### Cell outlines without signal wires

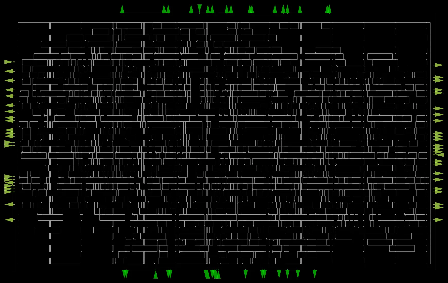
### Supply network

Bar = 50 um. Pins as bars on the die edge. Tap cells in gray.
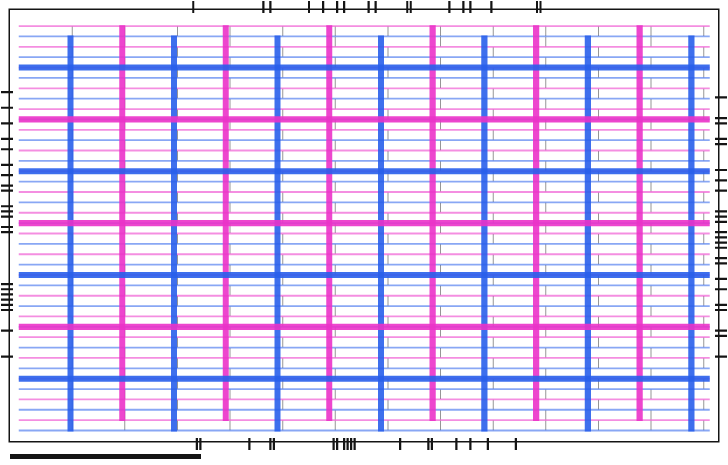
===== src/rtl/des_pkg.sv =====
// Shared DES definitions: permutation tables, widths and the
// loader queue entry type.
package des_pkg;

    localparam int BLOCK_W = 64;
    localparam int HALF_W  = 32;

    // Indexed by output bit: out[k] = in[IP_TBL[k]] (bit 63 is DES bit 1)
    localparam logic [5:0] IP_TBL [BLOCK_W] = '{
        6'd57, 6'd49, 6'd41, 6'd33, 6'd25, 6'd17, 6'd9,  6'd1,
        6'd59, 6'd51, 6'd43, 6'd35, 6'd27, 6'd19, 6'd11, 6'd3,
        6'd61, 6'd53, 6'd45, 6'd37, 6'd29, 6'd21, 6'd13, 6'd5,
        6'd63, 6'd55, 6'd47, 6'd39, 6'd31, 6'd23, 6'd15, 6'd7,
        6'd56, 6'd48, 6'd40, 6'd32, 6'd24, 6'd16, 6'd8,  6'd0,
        6'd58, 6'd50, 6'd42, 6'd34, 6'd26, 6'd18, 6'd10, 6'd2,
        6'd60, 6'd52, 6'd44, 6'd36, 6'd28, 6'd20, 6'd12, 6'd4,
        6'd62, 6'd54, 6'd46, 6'd38, 6'd30, 6'd22, 6'd14, 6'd6
    };

    // Inverse of IP_TBL: out[k] = in[FP_TBL[k]]
    localparam logic [5:0] FP_TBL [BLOCK_W] = '{
        6'd39, 6'd7,  6'd47, 6'd15, 6'd55, 6'd23, 6'd63, 6'd31,
        6'd38, 6'd6,  6'd46, 6'd14, 6'd54, 6'd22, 6'd62, 6'd30,
        6'd37, 6'd5,  6'd45, 6'd13, 6'd53, 6'd21, 6'd61, 6'd29,
        6'd36, 6'd4,  6'd44, 6'd12, 6'd52, 6'd20, 6'd60, 6'd28,
        6'd35, 6'd3,  6'd43, 6'd11, 6'd51, 6'd19, 6'd59, 6'd27,
        6'd34, 6'd2,  6'd42, 6'd10, 6'd50, 6'd18, 6'd58, 6'd26,
        6'd33, 6'd1,  6'd41, 6'd9,  6'd49, 6'd17, 6'd57, 6'd25,
        6'd32, 6'd0,  6'd40, 6'd8,  6'd48, 6'd16, 6'd56, 6'd24
    };

    typedef struct packed {
        logic              tag;
        logic [HALF_W-1:0] l;
        logic [HALF_W-1:0] r;
    } entry_t;

endpackage


===== src/rtl/des_initial_permutation.sv =====
// DES initial permutation: pure 64-bit rewiring from the package table.
module des_initial_permutation
    import des_pkg::*;
(
    input  logic [BLOCK_W-1:0] BlockIn,
    output logic [BLOCK_W-1:0] BlockOut
);

    for (genvar k = 0; k < BLOCK_W; k++) begin : g_bit
        assign BlockOut[k] = BlockIn[IP_TBL[k]];
    end

endmodule


===== src/rtl/des_ip_loader.sv =====
// Byte-serial block assembler feeding IP-permuted L0/R0 halves
// into a small queue for the DES round engine.
module des_ip_loader
    import des_pkg::*;
#(
    parameter int FIFO_DEPTH = 2
) (
    input  logic              Clk,
    input  logic              Reset,
    input  logic [7:0]        ByteIn,
    input  logic              ByteValid,
    output logic              ByteReady,
    input  logic              DecryptIn,
    input  logic              Flush,
    output logic [HALF_W-1:0] LeftOut,
    output logic [HALF_W-1:0] RightOut,
    output logic              DecryptOut,
    output logic              OutValid,
    input  logic              OutReady
);

    localparam int CW = $clog2(FIFO_DEPTH + 1);
    localparam int PW = $clog2(FIFO_DEPTH);
    localparam logic [CW-1:0] FULL = CW'(FIFO_DEPTH);

    logic [55:0]        Asm_q;
    logic [2:0]         ByteCnt_q;
    logic               Tag_q;
    entry_t             Ent_q [FIFO_DEPTH];
    logic [PW-1:0]      Wp_q;
    logic [PW-1:0]      Rp_q;
    logic [CW-1:0]      Cnt_q;
    logic [CW-1:0]      Cnt_d;

    logic               byte_xfer;
    logic               push;
    logic               pop;
    logic [BLOCK_W-1:0] ip_blk;
    entry_t             head;

    des_initial_permutation u_ip (
        .BlockIn  ({Asm_q, ByteIn}),
        .BlockOut (ip_blk)
    );

    // Ready looks only at state and Flush so the host never waits on OutReady
    assign ByteReady = !Flush && !(ByteCnt_q == 3'd7 && Cnt_q == FULL);
    assign byte_xfer = ByteValid && ByteReady;
    assign push      = byte_xfer && (ByteCnt_q == 3'd7);
    assign OutValid  = (Cnt_q != '0);
    assign pop       = OutValid && OutReady;

    assign head       = Ent_q[Rp_q];
    assign LeftOut    = head.l;
    assign RightOut   = head.r;
    assign DecryptOut = head.tag;

    always_comb begin
        Cnt_d = Cnt_q;
        if (push && !pop) begin
            Cnt_d = Cnt_q + CW'(1);
        end else if (pop && !push) begin
            Cnt_d = Cnt_q - CW'(1);
        end
    end

    always_ff @(posedge Clk) begin
        if (Reset) begin
            Asm_q     <= '0;
            ByteCnt_q <= '0;
            Tag_q     <= 1'b0;
            Wp_q      <= '0;
            Rp_q      <= '0;
            Cnt_q     <= '0;
            for (int i = 0; i < FIFO_DEPTH; i++) begin
                Ent_q[i] <= '0;
            end
        end else begin
            if (Flush) begin
                Asm_q     <= '0;
                ByteCnt_q <= '0;
            end else if (byte_xfer) begin
                Asm_q     <= {Asm_q[47:0], ByteIn};
                ByteCnt_q <= ByteCnt_q + 3'd1;
                if (ByteCnt_q == 3'd0) begin
                    Tag_q <= DecryptIn;
                end
            end
            if (push) begin
                Ent_q[Wp_q] <= '{tag: Tag_q,
                                 l:   ip_blk[63:32],
                                 r:   ip_blk[31:0]};
                Wp_q        <= Wp_q + PW'(1);
            end
            if (pop) begin
                Rp_q <= Rp_q + PW'(1);
            end
            Cnt_q <= Cnt_d;
        end
    end

endmodule

===== config.mk =====
export PLATFORM = sky130hd
export DESIGN_NAME = des_ip_loader
export DESIGN_NICKNAME = d
export VERILOG_FILES = /design/src/rtl/des_pkg.sv /design/src/rtl/des_initial_permutation.sv /design/src/rtl/des_ip_loader.sv
export SDC_FILE = /design/constraint.sdc
export NUM_CORES = 1
export LEC_CHECK = 0
export ABC_AREA = 1
export CAP_MARGIN = 10
export CELL_PAD_IN_SITES_DETAIL_PLACEMENT = 1
export CELL_PAD_IN_SITES_GLOBAL_PLACEMENT = 1
export CORE_ASPECT_RATIO = 0.6
export CORE_MARGIN = 2
export CORE_UTILIZATION = 41
export CTS_BUF_LIST = sky130_fd_sc_hd__clkbuf_16
export CTS_CLUSTER_DIAMETER = 200
export DETAILED_ROUTE_END_ITERATION = 12
export PLACE_DENSITY = 0.83
export RECOVER_POWER = 25
export SLEW_MARGIN = 20
export SYNTH_ARGS = -nofsm -noshare
export SYNTH_HDL_FRONTEND = slang
export SYNTH_SLANG_ARGS = --single-unit
export TNS_END_PERCENT = 1

===== constraint.sdc =====
create_clock -name Clk -period 2.9 [get_ports Clk]
set_input_delay 0.58 -clock Clk [delete_from_list [all_inputs] [get_ports Clk]]
set_output_delay 0.58 -clock Clk [all_outputs]
set_load 0.02 [all_outputs]

==> impl_metrics.ini <==
; physical design summary
[min_path]
holdPathStages = 2
whs_endpoint = Asm_q[53]

[logic_synthesis]
ys_types = 21
aoi_share_pct = 4.07

[floorplan]
num_rows = 39
dieArea_sq_um = 21000

[run_status]
status = finished, final reports clean

[detailed_routing]
drt_iter0_markers = 332
top_layer = met4

[worst_setup_path]
r2r_start = ByteCnt_q[0]
crit_path_max_incr_delay_ns = 0.54
r2r_slack_ns = 0.61
slowest_stage = dfxtp_4
crit_end = RightOut[19]

[pwr]
total_power_uw = 6100

[clock_network]
cts_resized = 0

[placed_design]
post_dp_cell_area_sq_um = 9240
hpwl_um = 11500

[sta]
max_freq_mhz = 363
fin_skew_ns = 0.0127
fin_tns_setup_ns = 0
hold_violations = 0

[flow_run]
max_cap_viol_count = 0

[final_layout]
layout_top_cell = edfxtp_1
Back to the opening pictures, 'Cell outlines without signal wires':
final core occ: 50.6%
Well Taps: 266
Seq/total area: 53.5%
Core Area: 19200 sq um
flip-flops: 195

Back to the opening pictures, 'Supply network':
| color | net |
|---|---|
| magenta | VDD |
| blue | VSS |
met4 straps: 13
met5 straps: 7
tap cells: 266
signal pins: 81
rows: 39
Max VDD drop: 0.000383 V
die x size: 186 um
Die Y-Extent: 113 um

## power groups by stage
stage / combinational (uW) / clock [uW] / sequential (uW)
2_1_floorplan: 350 / 0 / 3120
5_1_grt: 650 / 2550 / 3090
3_5_place_dp: 616 / 0 / 3140
6_report: 611 / 2410 / 3080
3_3_place_gp: 610 / 0 / 3130
4_1_cts: 621 / 2440 / 3080
## sequential cells by signal, indices dropped and copies added, names as in the netlist, named ones only
register / count
Wp_q: 1
Asm_q: 56
Cnt_q: 2
Tag_q: 1
Rp_q: 1
Ent_q: 130
ByteCnt_q: 3
## area by class of cell
type,count,area [sq um]
Sequential cell,195,5210
Clock buffer,17,425
Multi-Input combinational cell,408,2310
Fill cell,2066,9490
Inverter,76,285
Clock inverter,15,174
Timing Repair Buffer,97,995
Tap cell,266,333
Power figures rest on the tool's default switching activity, not on a simulated workload.
